==> src/rtl/grant_sequencer_if.sv <==
// rtl/grant_sequencer_if.sv - grant/request/done bundle between arbiter side and grant sequencer
interface grant_sequencer_if #(
    parameter int N     = 5,
    parameter int IDX_W = 3
);
    logic [N-1:0]     g;
    logic [N-1:0]     r;
    logic             done;
    logic [N-1:0]     gnt_q;
    logic [IDX_W-1:0] gnt_idx;
    logic             gnt_valid;
    logic             err_multi;
    logic             timeout;

    // Arbiter/consumer side: drives requests, grants and done; observes the held grant.
    modport master (
        output g, r, done,
        input  gnt_q, gnt_idx, gnt_valid, err_multi, timeout
    );

    // Sequencer side.
    modport slave (
        input  g, r, done,
        output gnt_q, gnt_idx, gnt_valid, err_multi, timeout
    );
endinterface

==> src/rtl/grant_sequencer.sv <==
// rtl/grant_sequencer.sv - locks a one-hot arbiter grant, holds it per transaction, forces an idle gap (optional GRANT_SEQ_HOLD_TIMEOUT_EN)
module grant_sequencer #(
    parameter int N        = 5,
    parameter int IDX_W    = 3,
    parameter int GAP      = 1,
    parameter int MAX_HOLD = 16
) (
    input  logic              clk,
    input  logic              rst_n,
    grant_sequencer_if.slave  bus
);
    localparam int HW = $clog2(MAX_HOLD);
    localparam int GW = (GAP > 1) ? $clog2(GAP) : 1;

    typedef enum logic [1:0] {
        S_IDLE  = 2'd0,
        S_GRANT = 2'd1,
        S_GAP   = 2'd2
    } state_t;

    state_t           state_q, state_d;
    logic [N-1:0]     grant_q, grant_d;
    logic [IDX_W-1:0] idx_q, idx_d;
    logic             valid_q, valid_d;
    logic             err_q, err_d;
    logic [GW-1:0]    gap_q, gap_d;
    logic [HW-1:0]    hold_q, hold_d;
    logic             exit_normal;
    logic             leave;
`ifdef GRANT_SEQ_HOLD_TIMEOUT_EN
    logic             tmo_q, tmo_d;
    logic             forced;
`endif

    function automatic logic [IDX_W-1:0] encode(input logic [N-1:0] v);
        logic [IDX_W-1:0] e;
        e = '0;
        for (int i = 0; i < N; i++) begin
            if (v[i]) e = IDX_W'(i);
        end
        return e;
    endfunction

    // Next-state and output decode; g is only looked at while idle.
    always_comb begin
        state_d     = state_q;
        grant_d     = grant_q;
        idx_d       = idx_q;
        valid_d     = valid_q;
        err_d       = 1'b0;
        gap_d       = gap_q;
        hold_d      = hold_q;
        exit_normal = 1'b0;
        leave       = 1'b0;
`ifdef GRANT_SEQ_HOLD_TIMEOUT_EN
        tmo_d       = 1'b0;
        forced      = 1'b0;
`endif
        case (state_q)
            S_IDLE: begin
                if (bus.g != '0) begin
                    if ((bus.g & (bus.g - 1'b1)) == '0) begin
                        grant_d = bus.g;
                        idx_d   = encode(bus.g);
                        valid_d = 1'b1;
                        hold_d  = '0;
                        state_d = S_GRANT;
                    end else begin
                        err_d = 1'b1;
                    end
                end
            end
            S_GRANT: begin
                // Release is judged on the owner's raw request, not on g.
                exit_normal = bus.done || ((bus.r & grant_q) == '0);
                leave       = exit_normal;
`ifdef GRANT_SEQ_HOLD_TIMEOUT_EN
                forced = !exit_normal && (hold_q == HW'(MAX_HOLD - 1));
                tmo_d  = forced;
                leave  = exit_normal || forced;
`endif
                if (hold_q != '1) hold_d = hold_q + 1'b1;
                if (leave) begin
                    grant_d = '0;
                    idx_d   = '0;
                    valid_d = 1'b0;
                    gap_d   = '0;
                    state_d = (GAP > 0) ? S_GAP : S_IDLE;
                end
            end
            S_GAP: begin
                if (gap_q == GW'(GAP - 1)) state_d = S_IDLE;
                else                       gap_d   = gap_q + 1'b1;
            end
            default: state_d = S_IDLE;
        endcase
    end

    // State and output registers; reset clears outputs without waiting for a clock.
    always_ff @(posedge clk or negedge rst_n) begin
        if (!rst_n) begin
            state_q <= S_IDLE;
            grant_q <= '0;
            idx_q   <= '0;
            valid_q <= 1'b0;
            err_q   <= 1'b0;
            gap_q   <= '0;
            hold_q  <= '0;
        end else begin
            state_q <= state_d;
            grant_q <= grant_d;
            idx_q   <= idx_d;
            valid_q <= valid_d;
            err_q   <= err_d;
            gap_q   <= gap_d;
            hold_q  <= hold_d;
        end
    end

`ifdef GRANT_SEQ_HOLD_TIMEOUT_EN
    // Forced-release pulse register.
    always_ff @(posedge clk or negedge rst_n) begin
        if (!rst_n) tmo_q <= 1'b0;
        else        tmo_q <= tmo_d;
    end
    assign bus.timeout = tmo_q;
`else
    assign bus.timeout = 1'b0;
`endif

    assign bus.gnt_q     = grant_q;
    assign bus.gnt_idx   = idx_q;
    assign bus.gnt_valid = valid_q;
    assign bus.err_multi = err_q;
endmodule

==> src/flat_wrapper.sv <==
// flat-port wrapper written by rule: the top's interface ports become plain ports
module grant_sequencer_flat 
#(
    parameter int N        = 5,
    parameter int IDX_W    = 3,
    parameter int GAP      = 1,
    parameter int MAX_HOLD = 16
)
  (clk, rst_n, bus_g, bus_r, bus_done, bus_gnt_q, bus_gnt_idx, bus_gnt_valid, bus_err_multi, bus_timeout);
  grant_sequencer_if #(.N(N), .IDX_W(IDX_W)) bus_i ();
  input  logic clk;
  input  logic rst_n;
  input wire logic [$bits(bus_i.g)-1:0] bus_g;
  input wire logic [$bits(bus_i.r)-1:0] bus_r;
  input wire logic [$bits(bus_i.done)-1:0] bus_done;
  output wire logic [$bits(bus_i.gnt_q)-1:0] bus_gnt_q;
  output wire logic [$bits(bus_i.gnt_idx)-1:0] bus_gnt_idx;
  output wire logic [$bits(bus_i.gnt_valid)-1:0] bus_gnt_valid;
  output wire logic [$bits(bus_i.err_multi)-1:0] bus_err_multi;
  output wire logic [$bits(bus_i.timeout)-1:0] bus_timeout;
  assign bus_i.g = bus_g;
  assign bus_i.r = bus_r;
  assign bus_i.done = bus_done;
  assign bus_gnt_q = bus_i.gnt_q;
  assign bus_gnt_idx = bus_i.gnt_idx;
  assign bus_gnt_valid = bus_i.gnt_valid;
  assign bus_err_multi = bus_i.err_multi;
  assign bus_timeout = bus_i.timeout;
  grant_sequencer #(.N(N), .IDX_W(IDX_W), .GAP(GAP), .MAX_HOLD(MAX_HOLD)) u_core (.clk(clk), .rst_n(rst_n), .bus(bus_i));
endmodule
==> config.mk <==
export PLATFORM = sky130hd
export DESIGN_NAME = grant_sequencer_flat
export DESIGN_NICKNAME = d
export VERILOG_FILES = /design/src/rtl/grant_sequencer_if.sv /design/src/rtl/grant_sequencer.sv /design/src/flat_wrapper.sv
export SDC_FILE = /design/constraint.sdc
export NUM_CORES = 1
export LEC_CHECK = 0
export CAP_MARGIN = 40
export CORE_MARGIN = 1.5
export CORE_UTILIZATION = 40
export CTS_CLUSTER_SIZE = 14
export DETAILED_ROUTE_END_ITERATION = 7
export GPL_TIMING_DRIVEN = 0
export HOLD_SLACK_MARGIN = 0.02
export PLACE_DENSITY = 0.74
export SLEW_MARGIN = 20
export SYNTH_ARGS = -nofsm -noshare
export SYNTH_HDL_FRONTEND = slang
export SYNTH_SLANG_ARGS = --single-unit
==> constraint.sdc <==
create_clock -name clk -period 3.9 [get_ports clk]
set_clock_uncertainty 0.1 [all_clocks]
set_input_delay 0.78 -clock clk [delete_from_list [all_inputs] [get_ports clk]]
set_output_delay 0.78 -clock clk [all_outputs]
set_load 0.05 [all_outputs]
==> notes.md, run 1 <==
impl run done, here's what came out: run status=finished, final reports clean, critical path depth in cells=5, critical path required time=3.97 ns, via count of the first global-routing pass=501, leakage component of the power=0.366 nW, maximum buffer depth of the clock tree=2, diodes inserted=0, worst min path class=flip-flop to flip-flop, reg2reg setup slack=1.77 ns, Setup crit start=bus_g[1], number of cells on the worst hold path=1, via count of the routed design=512, proportion of power drawn by flip-flops and latches=27.4%, Crit path max-delay family=simple AND/OR/NAND/NOR gates, logic share of the area=34.7%, warnings from Yosys=0, Setup CP Type=primary input to flip-flop, XOR Share, Synth=0%, Layout clock buffers=4, Yosys chip area=628 um^2, floorplan net count=66, Boundary Pins=24, Remaining DRCs=0, count of final max-slew check failures=0, Die Span Y=42.6 um, power attributed to the clock group=0.0818 mW, number of CTS-inserted buffers=3, post-synthesis average cell area=11.9 um^2, Clk Latency, worst-skew pair=0.27 ns, Mapped Area=628 um^2, max-slew headroom at the worst pin=63.7%, clock network area share=2.94%, slew at the pin closest to its max-slew limit=0.538 ns, flip-flops with a built-in enable=0, share of the cycle needed by the critical path after routing=69.4%, Antenna Violating Nets Remaining=0, cell type taking the most area=combinational gates, final net count=93, Critical R2R Capture=u_core.bus.gnt_idx[1]$_DFFE_PN0P_, detailed placer's ending HPWL=1.02 mm, invs w/o clock=6, cell type with the largest total area after synthesis=sky130_fd_sc_hd__dfrtp_1, number of clock sinks=11, post-DR wirelength/cell=14.6 um, number of instances in the synthesized netlist=53, routability-driven placement congestion ratio=0.851, sequential-to-total area share from yosys stat=43.8%, dominant logic cell type in the layout=sky130_fd_sc_hd__clkdlybuf4s50_1, CTS Root Buffer Type=sky130_fd_sc_hd__clkbuf_4, MaxCap Viol Count=0, tool warnings=26, clock slew at the register clock pins of the worst setup and hold paths=0.07 ns, worst path bufs/invs=1, grt met3 use=2.16%, top logic cells by instance count in the layout=sky130_fd_sc_hd__clkdlybuf4s50_1 (22), sky130_fd_sc_hd__dfrtp_1 (11), sky130_fd_sc_hd__inv_1 (6), sky130_fd_sc_hd__mux2_4 (4), worst hold margin=0.418 ns, main logic family after synthesis=AND-OR/OR-AND gates, Post-Route WL=1.38 mm, post-synthesis share of cell area spent on and, or, nand and nor gates=17.7%, power density normalized to cell area=813 mW/mm^2, largest incremental delay on the critical path=0.55 ns, total iterations of the first detailed-routing run=4, ao+oa area frac=21.5%, category of the worst setup path capture point=flip-flop, Post-synth mux share=9.56%, capture point of the worst path=u_core.bus.gnt_idx[1]$_DFFE_PN0P_, most congested layer reported by global routing=met2, data arrival time of the critical path=2.77 ns, final hold violation count=0, async set or reset register ratio after synthesis=100%, Global Route met1 Usage=24.4%, Overflow after GRT=0, length of routed wiring on met1=641 um, number of flip-flops and latches in the synthesized netlist=11, sequential group power=0.199 mW, Comb power frac=61.3%
## run 1: through the flow
stage          utilization, %  setup WS [ns]
2_1_floorplan               -           1.61
3_3_place_gp             58.3          0.991
3_5_place_dp             58.3          0.919
4_1_cts                  60.1           1.20
5_1_grt                  60.1           1.07
6_report                 60.1           1.19
## run 1: kinds of logic after synthesis
kind of cell / Yosys count
compound gates: 13
buf+inv: 9
flops: 11
mux: 4
other cells: 1
simple gates: 15
## run 1: state kept, by name (all words and copies together) (netlist names)
| signal | cells |
|---|---|
| u_core.bus.gnt_q | 5 |
| u_core.bus.gnt_idx | 2 |
| u_core.state_q | 2 |
| u_core.bus.err_multi | 1 |
| u_core.bus.gnt_valid | 1 |
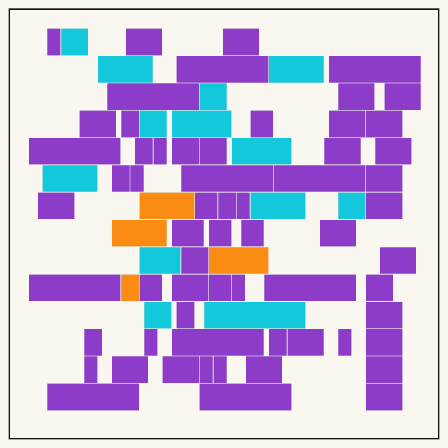
(run_1/sizes.png)
- orange: _2 cells (cells 4; share 5.1%)
- cyan: _3 and _4 cells (cells 13; share 16%)
- purple: _0 and _1 cells (cells 62; share 78%)
Final Worst Setup Slack: 1.19 ns
area added between synthesis and finish: 42.4%

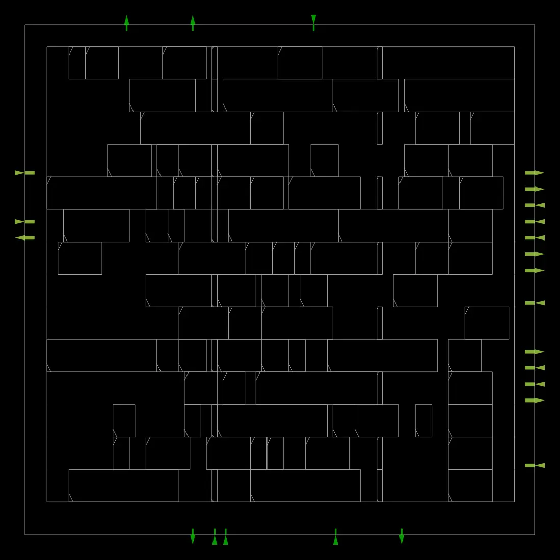
(run_1/placement.png)
sequential cell area share: 30.8%
number of placement rows: 14
FFs & Latches: 11
Layout Utilization: 60.1%
number of tap cells inserted: 16

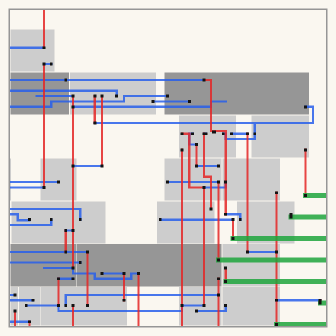
(run_1/detail.png)
Window x 22 to 42, y 22 to 42 um. Cells in grey, sequential cells in the stronger grey; small squares are vias.
- green: metal 3
- red: metal 2
- blue: metal 1
- netlist names of flops here include: `u_core.bus.gnt_q` (2)
- most frequent: clkdlybuf4s50_1 (8), mux2_4 (2), dfrtp_1 (2)
- cells with their middle in the window: 17
- sequential cells in the window: 2

==> inputs of run 2 (changes only) <==
==> constraint.sdc (replaced) <==
create_clock -name clk -period 2.5 [get_ports clk]
set_clock_uncertainty 0.1 [all_clocks]
set_input_delay 0.5 -clock clk [delete_from_list [all_inputs] [get_ports clk]]
set_output_delay 0.5 -clock clk [all_outputs]
set_load 0.05 [all_outputs]
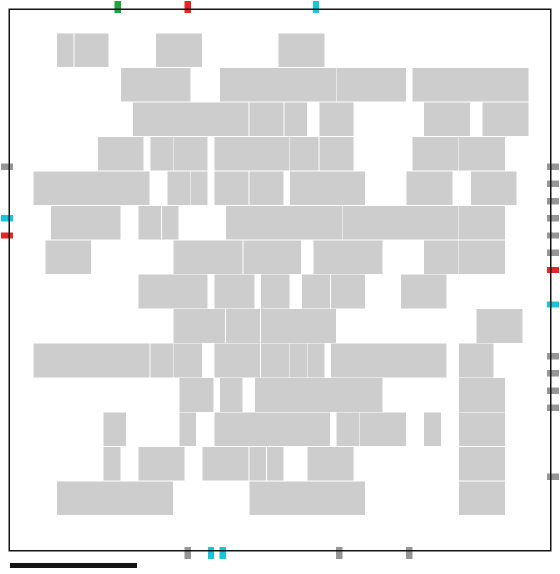
(run_2/io_placement.png)
The bar under the picture is 10 um long. Pins as bars across the die edge, other pins in grey.
- green: `bus_timeout` (pins 1; direction output; edge north)
- cyan: `bus_g` (pins 5; direction input; edge 2 south, 1 east, 1 north, 1 west)
- red: `bus_gnt_idx` (pins 3; direction output; edge 1 north, 1 west, 1 east)
- all pins by edge: 13 east, 5 south, 3 north, 3 west

==> run 2 against run 1 <==
Net effect:
- synthesized cell count stayed put
- sequential share of layout area fell by 0.96 points
- core utilization is 1.9 points higher
- combinational power is 66% higher
- register-to-register slack worse by 1.3 ns
- sequential cell count unchanged
- critical path type unchanged
- clock power up 56%
- largest power group unchanged
- cell area up 3.2%
- non-clock buffer count up 3
- wire length up 3.9%
==> notes.md, run 2 <==
impl run done, here's what came out: run status=finished, final reports clean, capture endpoint of the worst hold path=u_core.bus.gnt_idx[1]$_DFFE_PN0P_, top logic cells by instance count in the layout=sky130_fd_sc_hd__clkdlybuf4s50_1 (22), sky130_fd_sc_hd__dfrtp_1 (11), sky130_fd_sc_hd__inv_1 (6), sky130_fd_sc_hd__buf_4 (5), sky130_fd_sc_hd__mux2_4 (4), ys flop type=sky130_fd_sc_hd__dfrtp_1, CTS Root Buffer Type=sky130_fd_sc_hd__clkbuf_4, Final Worst Setup Slack=0.156 ns, category of the worst setup path capture point=flip-flop, sequential-to-total area share from yosys stat=43.8%, detailed placer's ending HPWL=1.02 mm, Antenna Violating Nets Remaining=0, Sequential cell area=275 um^2, most congested layer reported by global routing=met2, invs w/o clock=6, tool warnings=26, total iterations of the first detailed-routing run=4, sequential cell area share=29.8%, Boundary Pins=24, Post-Route WL=1.44 mm, Overall Global Routing Usage=17.2%, dominant logic cell type in the layout=sky130_fd_sc_hd__clkdlybuf4s50_1, Die Span Y=42.6 um, clock network area share=2.85%, via count of the routed design=534, leading cell types by total area after synthesis=sky130_fd_sc_hd__dfrtp_1 (44%), sky130_fd_sc_hd__mux2_4 (9.6%), sky130_fd_sc_hd__nor3_4 (5.2%), power density normalized to cell area=1270 mW/mm^2, Critical R2R Capture=u_core.bus.gnt_idx[1]$_DFFE_PN0P_, Global Route met1 Usage=24.4%, via count of the first global-routing pass=501, critical path depth in cells=6, number of placement rows=14, grt met3 use=2.16%, number of clock sinks=11, logic share of the area=34.3%, count of final max-slew check failures=0, Combinational Gates=33, final net count=96, MaxCap Viol Count=0, data arrival time of the critical path=2.41 ns, Critical Path Fanout Max=7, final hold violation count=0, number of tap cells inserted=16, Final Setup Violations=0, fillcell total=128, post-DR wirelength/cell=14.7 um, maximum buffer depth of the clock tree=2, worst path bufs/invs=2, slew at the pin closest to its max-slew limit=0.541 ns, Setup CP Type=primary input to flip-flop, Layout Utilization=62.0%, number of flip-flops in the largest register=5, Setup crit start=bus_g[3], critical path required time=2.57 ns, number of cells on the worst hold path=1, diodes inserted=0, floorplan net count=66, initial standard-cell utilization of the core=42.2%, flip-flops with a built-in enable=0, worst min path class=flip-flop to flip-flop, Remaining DRCs=0, dpl ws=-0.201 ns, Overflow after GRT=0, reg2reg setup slack=0.49 ns, share of the cycle needed by the critical path after routing=93.8%, area added between synthesis and finish=47.0%, capture point of the worst path=u_core.bus.gnt_idx[1]$_DFFE_PN0P_, most used standard cells in the synthesized netlist=sky130_fd_sc_hd__dfrtp_1 (11), sky130_fd_sc_hd__inv_1 (6), sky130_fd_sc_hd__mux2_4 (4), Die W=42.6 um, number of flip-flops and latches in the synthesized netlist=11, Layout clock buffers=4, worst hold margin=0.418 ns, async set or reset register ratio after synthesis=100%, warnings from Yosys=0, largest incremental delay on the critical path=0.55 ns, max-slew headroom at the worst pin=63.8%, maximum number of pins on one net before global-route repair=12, Clk Latency, worst-skew pair=0.28 ns, cell type taking the most area=combinational gates, cell type with the largest total area after synthesis=sky130_fd_sc_hd__dfrtp_1, clock slew at the register clock pins of the worst setup and hold paths=0.07 ns, leakage component of the power=0.381 nW, number of CTS-inserted buffers=3, number of instances in the synthesized netlist=53, Crit path max-delay family=buffers and inverters, Yosys chip area=628 um^2, FFs & Latches=11, post-synthesis average cell area=11.9 um^2, Mapped Area=628 um^2, routability-driven placement congestion ratio=0.851
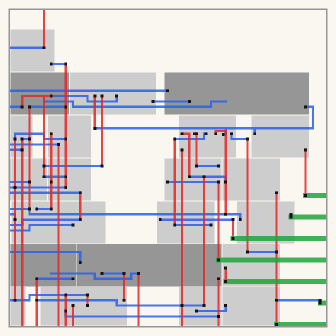
(run_2/detail.png)
Window x 22 to 42, y 22 to 42 um. Cells in grey, sequential cells in the stronger grey; small squares are vias.
- green: metal 3
- red: metal 2
- blue: metal 1
- cells with their middle in the window: 19
- most frequent: clkdlybuf4s50_1 (8), buf_4 (3)
- netlist names of flops here include: `u_core.bus.gnt_q` (2)
- sequential cells in the window: 2

==> run 2: routing by layer <==
| layer | wire (um) | vias up |
|---|---|---|
| met5 | 0 | - |
| met3 | 109 | 2 |
| met4 | 20 | 0 |
| met1 | 642 | 243 |
| li1 | - | 258 |
| met2 | 666 | 31 |
==> run 2: power breakdown <==
part,total (mW),internal (mW),switching [mW],leakage [nW]
logic,0.739,0.304,0.435,0.227
registers,0.310,0.258,0.0523,0.139
clock network,0.128,0.0619,0.0663,0.0150
==> run 2: kinds of logic after synthesis <==
group | synth area share (%)
mux | 9.56
flops | 43.8
other cells | 0.597
simple gates | 17.7
buf+inv | 6.77
compound gates | 21.5
==> run 2: timing repair <==
action,in CTS,in global routing
resized,0,1
setup endpoints to repair,0,4
setup buffers,0,3
==> inputs of run 3 (changes only) <==
--- a/config.mk
+++ b/config.mk
@@ -7,12 +7,12 @@
 export LEC_CHECK = 0
 export CAP_MARGIN = 40
 export CORE_MARGIN = 1.5
-export CORE_UTILIZATION = 40
+export CORE_UTILIZATION = 42
 export CTS_CLUSTER_SIZE = 14
 export DETAILED_ROUTE_END_ITERATION = 7
 export GPL_TIMING_DRIVEN = 0
 export HOLD_SLACK_MARGIN = 0.02
-export PLACE_DENSITY = 0.74
+export PLACE_DENSITY = 0.77
 export SLEW_MARGIN = 20
 export SYNTH_ARGS = -nofsm -noshare
 export SYNTH_HDL_FRONTEND = slang
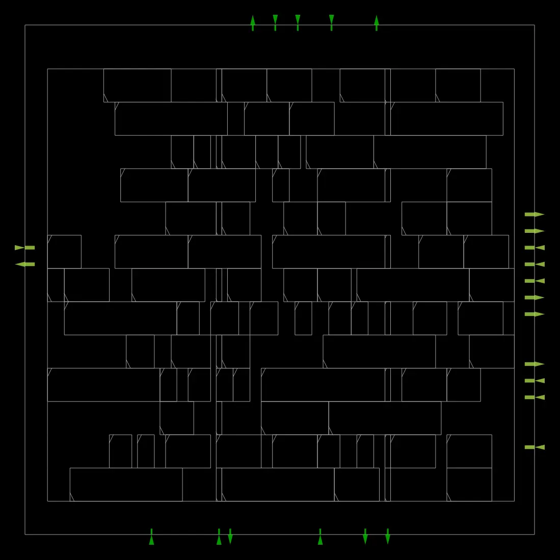
(run_3/placement.png)
sequential cell area share: 30.8%
number of tap cells inserted: 15
non-filler instance count after layout: 94

==> run 3 against run 2 <==
Net effect:
- sequential power about the same
- via count shrank 4.7%
- sequential share of layout area increased by 1.0 points
- critical endpoint is now u_core.bus.gnt_q[0]$_DFFE_PN0P_
- cell area is 3.3% lower
- largest power group unchanged
==> notes.md, run 3 <==
impl run done, here's what came out: post-route cell area=893 um^2, clock share of power=11.0%, number of flip-flops in the largest register=5, Comb power frac=61.5%, ys flop type=sky130_fd_sc_hd__dfrtp_1, routability-driven placement congestion ratio=0.851, proportion of power drawn by flip-flops and latches=27.4%, async set or reset register ratio after synthesis=100%, Yosys top cell by instances=sky130_fd_sc_hd__dfrtp_1, internal power summed over all cells=0.589 mW, share of the cycle needed by the critical path after routing=97.7%, leading cell types by total area after synthesis=sky130_fd_sc_hd__dfrtp_1 (44%), sky130_fd_sc_hd__mux2_4 (9.6%), sky130_fd_sc_hd__nor3_4 (5.2%), Fmax=410 MHz, main logic family after synthesis=AND-OR/OR-AND gates, diodes inserted=0, cell type with the largest total area after synthesis=sky130_fd_sc_hd__dfrtp_1, number of CTS-inserted buffers=3, Remaining DRCs=0, critical-path cell with the highest stage delay=sky130_fd_sc_hd__nor4_1, number of H-tree branching levels=1, count of final max-slew check failures=0, post-synthesis share of cell area spent on and, or, nand and nor gates=17.7%, number of placement rows=13, Pwr Total=1.13 mW, Clk Latency, worst-skew pair=0.27 ns, Overall Global Routing Usage=17.9%, Die Span Y=41.7 um, critical path depth in cells=5, Setup CP Type=primary input to flip-flop, number of instances in the synthesized netlist=53, maximum buffer depth of the clock tree=2, hold path startpoint=u_core.bus.gnt_idx[1]$_DFFE_PN0P_, critical path required time=2.56 ns, max-slew headroom at the worst pin=61.3%, Post-Route WL=1.35 mm, Mapped Area=628 um^2, Sequential cell area=275 um^2, post-CTS resize count=0, ao+oa area frac=21.5%, Area leader share=43.8%, routed vias/inst=5.41, first-pass GRT wire length=2.38 mm, Layout Utilization=66.2%, maximum number of pins on one net before global-route repair=12, via count of the first global-routing pass=528, Multi-input gate area=310 um^2, tool warnings=26, cell-by-cell listing of the critical path=clkdlybuf4s50_1 -> nor4_1 -> o41ai_2 -> nor3_4 -> mux2_4, run status=finished, final reports clean, Post-CTS Setup Inserts=0, distinct cell type count after synthesis=25, initial standard-cell utilization of the core=46.5%, layout cells sized above 1=21.5%, post-synthesis average cell area=11.9 um^2, warnings from Yosys=0, floorplan net count=66, capture point of the worst path=u_core.bus.gnt_q[0]$_DFFE_PN0P_, Final Setup Violations=0, Die Outline Area=0.00174 mm^2, worst hold margin=0.413 ns, detailed placer's ending HPWL=994 um, capture endpoint of the worst hold path=u_core.bus.gnt_idx[1]$_DFFE_PN0P_, Worst Reg2Reg Path Length in Cells=4, setup repair after global routing missed its margin=no, Yosys chip area=628 um^2, sequential-to-total area share from yosys stat=43.8%, total placed cells including tap cells=90, core region area=0.00135 mm^2, via count of the routed design=509, TritonCTS clock tree=done, Critical Path Fanout Max=7, adder share=0%, fillcell total=112, Critical R2R Capture=u_core.bus.gnt_q[0]$_DFFE_PN0P_, reg2reg setup slack=0.42 ns, XOR Share, Synth=0%, worst vdd rail ir drop=0.677 mV, dpl ws=-0.179 ns, Overflow after GRT=0, worst path bufs/invs=1, clock slew at the register clock pins of the worst setup and hold paths=0.07 ns, most used standard cells in the synthesized netlist=sky130_fd_sc_hd__dfrtp_1 (11), sky130_fd_sc_hd__inv_1 (6), sky130_fd_sc_hd__mux2_4 (4), worst min path class=flip-flop to flip-flop, final hold violation count=0, post-DR wirelength/cell=14.4 um, crit path launch type=primary input, Total Neg Setup Slack=0 ns, Setup crit start=bus_g[1], I/O Buffers=22, largest incremental delay on the critical path=0.59 ns, number of clock sinks=11, number of cells on the worst hold path=1, Post-synth mux share=9.56%, Final Worst Setup Slack=0.0585 ns, MaxCap Viol Count=0, cell count listed in synth_stat.txt=53, slew at the pin closest to its max-slew limit=0.575 ns, Antenna Violating Nets Remaining=0, number of flip-flops and latches in the synthesized netlist=11, category of the worst setup path capture point=flip-flop, DP Area=867 um^2, number of antenna violations at the first check in global routing=0, Hold Buf Count CTS=0, dominant logic cell type in the layout=sky130_fd_sc_hd__clkdlybuf4s50_1, power density normalized to cell area=1260 mW/mm^2, final net count=93, CTS Root Buffer Type=sky130_fd_sc_hd__clkbuf_4, share of total power consumed by net switching=47.7%, critical register-to-register path startpoint=u_core.bus.gnt_q[1]$_DFFE_PN0P_, top logic cells by instance count in the layout=sky130_fd_sc_hd__clkdlybuf4s50_1 (22), sky130_fd_sc_hd__dfrtp_1 (11), sky130_fd_sc_hd__inv_1 (6), sky130_fd_sc_hd__mux2_4 (4), Die W=41.7 um, Psw=0.536 mW, minimum clock period after layout=2.44 ns, Boundary Pins=24, flip-flops with a built-in enable=0, Crit path max-delay family=simple AND/OR/NAND/NOR gates, data arrival time of the critical path=2.50 ns, total iterations of the first detailed-routing run=4, area added between synthesis and finish=42.2%, leakage component of the power=0.366 nW, violation count after the first detailed-route iteration=16
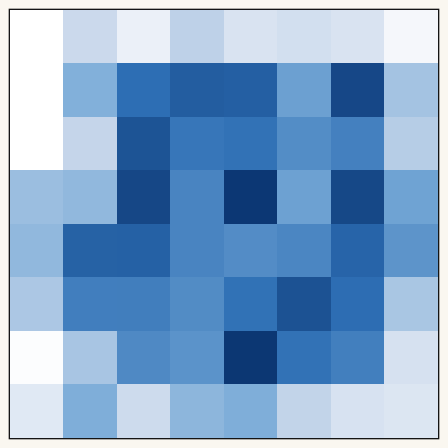
(run_3/cell_density.png)
The die is cut into 8 by 8 equal tiles; white is low, dark blue is high, 0 to 100% covered.
- mean over tiles: 50%
- nearly empty tiles: 6.2%
- fullest tile: 97%
- emptiest ninth of the die: north-west
- densest ninth of the die: centre
- tiles over 75% full: 20%

## run 3: cell counts after synthesis
No cell type changed its count.
## run 3: layout make-up
class,instances,share of cell area [%]
Buffer,3,2.24
Multi-Input combinational cell,33,34.7
Clock buffer,4,2.94
Inverter,6,2.52
Timing Repair Buffer,22,24.6
Sequential cell,11,30.8
Tap cell,15,2.10
## run 3: power groups by stage
stage          combinational, mW  sequential [mW]  clock [mW]
3_5_place_dp               0.697            0.314           0
2_1_floorplan              0.270            0.531           0
4_1_cts                    0.699            0.311       0.126
6_report                   0.692            0.309       0.124
5_1_grt                    0.733            0.322       0.131
3_3_place_gp               0.690            0.311           0
## run 3: routing by layer
metal,vias to the layer above,routed length (um),global-route usage [%]
li1,252,-,-
met1,232,617,24.2
met4,0,14,6.45
met3,2,88,4.78
met5,-,0,0
met2,23,634,27.5
No activity file was given, so power comes from the tool's default toggle rates.
